Figure 1. Metal 1.
Bar = 20 um. Cells faint in the background.
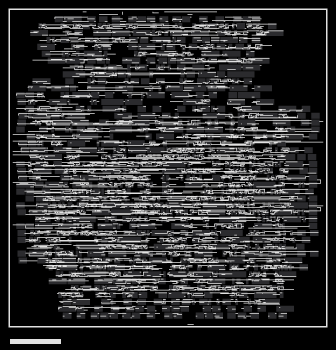
Figure 2. Metal 2.
Cells faint in the background.
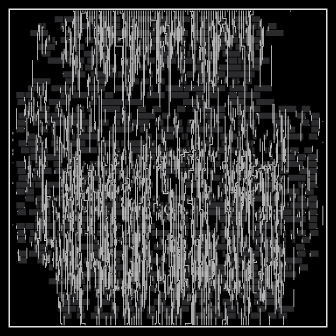
[config.mk]
export PLATFORM = sky130hd
export DESIGN_NAME = pc_fetch
export DESIGN_NICKNAME = d
export VERILOG_FILES = /design/src/rtl/pc_fetch_pkg.sv /design/src/rtl/pc_fetch_ifid_reg.sv /design/src/rtl/pc_fetch.sv
export SDC_FILE = /design/constraint.sdc
export NUM_CORES = 1
export LEC_CHECK = 0
export ABC_AREA = 1
export CORE_MARGIN = 2
export CORE_UTILIZATION = 44
export DETAILED_ROUTE_END_ITERATION = 8
export HOLD_SLACK_MARGIN = 0.02
export PLACE_DENSITY = 0.76
export SYNTH_ARGS = -nofsm -noshare
export SYNTH_HDL_FRONTEND = slang
export SYNTH_SLANG_ARGS = --single-unit
[constraint.sdc]
create_clock -name clk -period 2.3 [get_ports clk]
set_input_delay 0.23 -clock clk [delete_from_list [all_inputs] [get_ports clk]]
set_output_delay 0.23 -clock clk [all_outputs]
set_load 0.01 [all_outputs]
[src/rtl/pc_fetch_pkg.sv]
// Shared constants, state encoding and IF/ID record for the fetch stage.
package pc_fetch_pkg;

  localparam logic [31:0] RESET_PC_DFLT   = 32'h0000_3000;
  localparam logic [31:0] EXC_VECTOR_DFLT = 32'h0000_4180;
  localparam logic [31:0] IM_BASE_DFLT    = 32'h0000_3000;
  localparam int unsigned IM_WORDS_DFLT   = 4096;
  localparam logic [31:0] NOP             = 32'h0000_0000;

  typedef enum logic {
    IDLE = 1'b0,
    PEND = 1'b1
  } state_e;

  typedef struct packed {
    logic        valid;
    logic [31:0] instr;
    logic [31:0] pc;
    logic        adel;
  } ifid_t;

  // Limit is computed in 34 bits so a window ending at 2^32 cannot wrap to zero.
  function automatic logic addr_bad(input logic [31:0] pc,
                                    input logic [31:0] base,
                                    input logic [31:0] words);
    logic [33:0] limit;
    limit = {2'b00, base} + {words, 2'b00};
    return (pc[1:0] != 2'b00) || (pc < base) || ({2'b00, pc} >= limit);
  endfunction

endpackage

[src/rtl/pc_fetch_ifid_reg.sv]
// IF/ID pipeline register: flush inserts a bubble, load captures a new fetch.
module ifid_reg
  import pc_fetch_pkg::*;
(
  input  logic  clk,
  input  logic  reset,
  input  logic  load,
  input  logic  flush,
  input  ifid_t d,
  output ifid_t q
);

  ifid_t ifid_q;
  ifid_t ifid_d;

  always_comb begin
    ifid_d = ifid_q;
    if (flush) begin
      ifid_d.valid = 1'b0;
      ifid_d.instr = NOP;
      ifid_d.adel  = 1'b0;
    end else if (load) begin
      ifid_d = d;
    end
  end

  always_ff @(posedge clk) begin
    if (reset) ifid_q <= '0;
    else       ifid_q <= ifid_d;
  end

  assign q = ifid_q;

endmodule

[src/rtl/pc_fetch.sv]
// Instruction-fetch stage: owns the fetch PC, applies exception/eret/redirect
// and feeds the IF/ID register.
//
// state | meaning
// IDLE  | fetching sequentially, no redirect outstanding
// PEND  | redirect captured during a stall, applied when the stall releases
module pc_fetch
  import pc_fetch_pkg::*;
#(
  parameter logic [31:0] RESET_PC   = RESET_PC_DFLT,
  parameter logic [31:0] EXC_VECTOR = EXC_VECTOR_DFLT,
  parameter logic [31:0] IM_BASE    = IM_BASE_DFLT,
  parameter int unsigned IM_WORDS   = IM_WORDS_DFLT
) (
  input  logic        clk,
  input  logic        reset,
  input  logic        stall,
  input  logic        redirect_valid,
  input  logic [31:0] redirect_target,
  input  logic        exc_req,
  input  logic        eret_req,
  input  logic [31:0] epc,
  output logic [31:0] imem_addr,
  input  logic [31:0] imem_rdata,
  output logic        id_valid,
  output logic [31:0] id_instr,
  output logic [31:0] id_pc,
  output logic        id_adel,
  output logic        redirect_pending
);

  logic [31:0] pc_q, pc_d;
  logic [31:0] pend_target_q, pend_target_d;
  state_e      state_q, state_d;
  logic        ifid_load;
  logic        ifid_flush;
  logic        fetch_bad;
  ifid_t       ifid_in;
  ifid_t       ifid_out;

  assign fetch_bad = addr_bad(pc_q, IM_BASE, 32'(IM_WORDS));

  always_comb begin
    ifid_in.valid = 1'b1;
    ifid_in.instr = fetch_bad ? NOP : imem_rdata;
    ifid_in.pc    = pc_q;
    ifid_in.adel  = fetch_bad;
  end

  // Redirects never flush IF/ID: the instruction fetched alongside is the delay slot.
  always_comb begin
    pc_d          = pc_q;
    state_d       = state_q;
    pend_target_d = pend_target_q;
    ifid_load     = 1'b0;
    ifid_flush    = 1'b0;
    if (exc_req) begin
      pc_d       = EXC_VECTOR;
      state_d    = IDLE;
      ifid_flush = 1'b1;
    end else if (eret_req) begin
      pc_d       = epc;
      state_d    = IDLE;
      ifid_flush = 1'b1;
    end else if (stall) begin
      if (redirect_valid) begin
        pend_target_d = redirect_target;
        state_d       = PEND;
      end
    end else begin
      ifid_load = 1'b1;
      state_d   = IDLE;
      if (redirect_valid)      pc_d = redirect_target;
      else if (state_q == PEND) pc_d = pend_target_q;
      else                     pc_d = pc_q + 32'd4;
    end
  end

  always_ff @(posedge clk) begin
    if (reset) begin
      pc_q          <= RESET_PC;
      state_q       <= IDLE;
      pend_target_q <= '0;
    end else begin
      pc_q          <= pc_d;
      state_q       <= state_d;
      pend_target_q <= pend_target_d;
    end
  end

  ifid_reg u_ifid_reg (
    .clk   (clk),
    .reset (reset),
    .load  (ifid_load),
    .flush (ifid_flush),
    .d     (ifid_in),
    .q     (ifid_out)
  );

  assign imem_addr        = pc_q;
  assign id_valid         = ifid_out.valid;
  assign id_instr         = ifid_out.instr;
  assign id_pc            = ifid_out.pc;
  assign id_adel          = ifid_out.adel;
  assign redirect_pending = (state_q == PEND);

endmodule

==> results.py <==
# Physical implementation metrics
metrics = {
    "timing": {
        "slew_headroom_pct": 61.7,
        "final-max-slew-violation-count": 0,
        "rsz0062_at_grt": "false",
        "setup_viol": 0,
        "post-route-period-util_pct": 84.2,
        "tightest_slew_ns": 0.574,
        "finalClockSkew_ns": 0.00918,
    },
    "worst_setup_path": {
        "max_stage_delay_ns": 0.42,
        "cp.arrival_ns": 2.26,
        "start_kind": "flop",
        "startpoint": "imem_addr[2]",
        "worst-path-stages": 11,
        "critPathCaptureType": "flop",
        "path_class": "reg -> reg",
        "rr_startpoint": "imem_addr[2]",
        "cp_max_fo": 6,
        "ff2ff_setup_slack_ns": 0.36,
        "slowest_stage": "nor2_1",
        "crit_path_frequent_cell": "nand2_1",
        "rr_worst_depth": 11,
        "critPathBufInv": 1,
    },
    "synthesis": {
        "simple_gate_area_share_pct": 30.1,
        "syn_area_per_cell_um2": 6.69,
        "synth.logic.top_family": "simple AND/OR/NAND/NOR gates",
        "ys_top_cells_by_count": "nand2_1 (293), dfxtp_1 (131), a21oi_1 (110)",
        "async_flop_share_pct": 0,
        "top_area_share_pct": 40.9,
        "synthTopCellsByArea": "dfxtp_1 (41%), nand2_1 (17%), a21oi_1 (8.6%)",
        "ys_cells": 958,
        "ys_sh_aoi_pct": 17.8,
        "synth_area_leader_cell": "dfxtp_1",
        "syn_nets": 1062,
        "edf_count": 0,
        "ys_sh_adder_pct": 0.390,
        "xor_share_pct": 0.410,
        "ys_chip_area_um2": 6410,
        "ys_sh_mux_pct": 0,
        "synth_area_um2": 6410,
    },
    "flow_run": {
        "maxCapViolCount": 0,
    },
    "grt": {
        "grt_first_pass_wirelength_um": 33400,
        "grt_util_met3_pct": 5.54,
        "grt_pass1_vias": 6508,
    },
    "cells_and_area": {
        "fin_util_pct": 62.8,
        "drive_gt1_share_pct": 5.92,
        "nets": 1224,
        "n_antenna_cell": 0,
        "combGateArea_um2": 3120,
    },
    "clock_tree": {
        "postCtsSetupBuffers": 0,
        "cts_inserted_buffers": 17,
        "clock_sinks": 131,
        "tritoncts": "done",
        "cts_max_path_buffers": 2,
    },
    "placed_design": {
        "port_buffers": 200,
        "hpwl_um": 15100,
    },
    "route": {
        "dr_wl_met2_um": 10100,
        "top_layer_used": "met4",
        "wl_met1_um": 8730,
        "vias_per_cell": 5.33,
        "wl_met3_um": 1530,
    },
    "min_path": {
        "min_path_type": "in -> reg",
        "hold_path_end": "u_ifid_reg.q[34]",
        "worst_hold_startpoint": "imem_rdata[1]",
    },
    "power": {
        "peakVddDrop_uv": 485,
        "p_leak_nw": 3.44,
    },
    "die": {
        "fp_util_pct": 44.6,
        "die_h_um": 125,
        "die_w_um": 125,
        "core_um2": 14400,
        "rows": 44,
        "die-area_um2": 15500,
    },
    "outcome": {
        "status": "complete, no violations",
    },
}
About Figure 1:
longest straight run: 54.3 um
wire length on this layer: 8730 um
met1 Use GR: 33.6%
final WL: 21000 um
Via Count: 7013

About Figure 2:
main direction: vertical
nets with wire on the layer: 973
wire length on this layer: 10100 um
share of all routed wire: 48%

## final cells by class
class,count,share of cell area (%)
Inverter,56,2.33
Multi-Input combinational cell,689,34.6
Clock buffer,21,5.10
Timing Repair Buffer,225,24.4
Tap cell,184,2.55
Clock inverter,10,2.00
Sequential cell,131,29.0
## through the flow
stage / hold WS [ns] / area [um2] / std cells / power (mW) / setup WS (ns)
after floorplan: 0.369 / 6410 / 958 / 2.82 / 0.681
after global placement: 0.441 / 8390 / 1285 / 3.22 / 0.224
after detailed placement: 0.454 / 8390 / 1285 / 3.22 / 0.138
after CTS: 0.367 / 9030 / 1316 / 6.17 / 0.443
after global routing: 0.373 / 9030 / 1316 / 6.36 / 0.146
final: 0.376 / 9030 / 1316 / 6.15 / 0.362
## power breakdown
part	internal [mW]	switching [mW]	total [mW]
clock	1.97	0.994	2.96
combinational	0.375	0.392	0.767
sequential	2.34	0.0783	2.42
## placed cells by master (no fill, tap or decap), types with 2 or more instances in the layout
master           instances
inv_1                   50
o221ai_1                 3
o22ai_1                  4
nand2_1                293
clkdlybuf4s50_1        200
clkinv_2                 3
nand3_1                 65
ha_1                     2
a22oi_1                  2
nor2_4                   3
dfxtp_1                131
a21oi_1                109
nor2_1                 108
clkinvlp_4               2
nand4_1                  3
xnor2_1                  3
clkbuf_1                 2
o211ai_1                 4
nor2_2                   3
o21ai_0                 60
inv_2                    5
clkbuf_8                 2
bufinv_16                5
a221oi_1                19
buf_4                   24
clkbuf_16               17
## worst min-delay path: stages
cell	delay (ns)
clkdlybuf4s50_1	0.39
nand3_1	0.07
a21oi_1	0.05
## sequential cells by signal, indices dropped and copies added (netlist names), named ones only
name	flops
imem_addr	30
pend_target_q	32
redirect_pending	1
u_ifid_reg.q	66
Power is estimated from default activity; no workload was simulated.
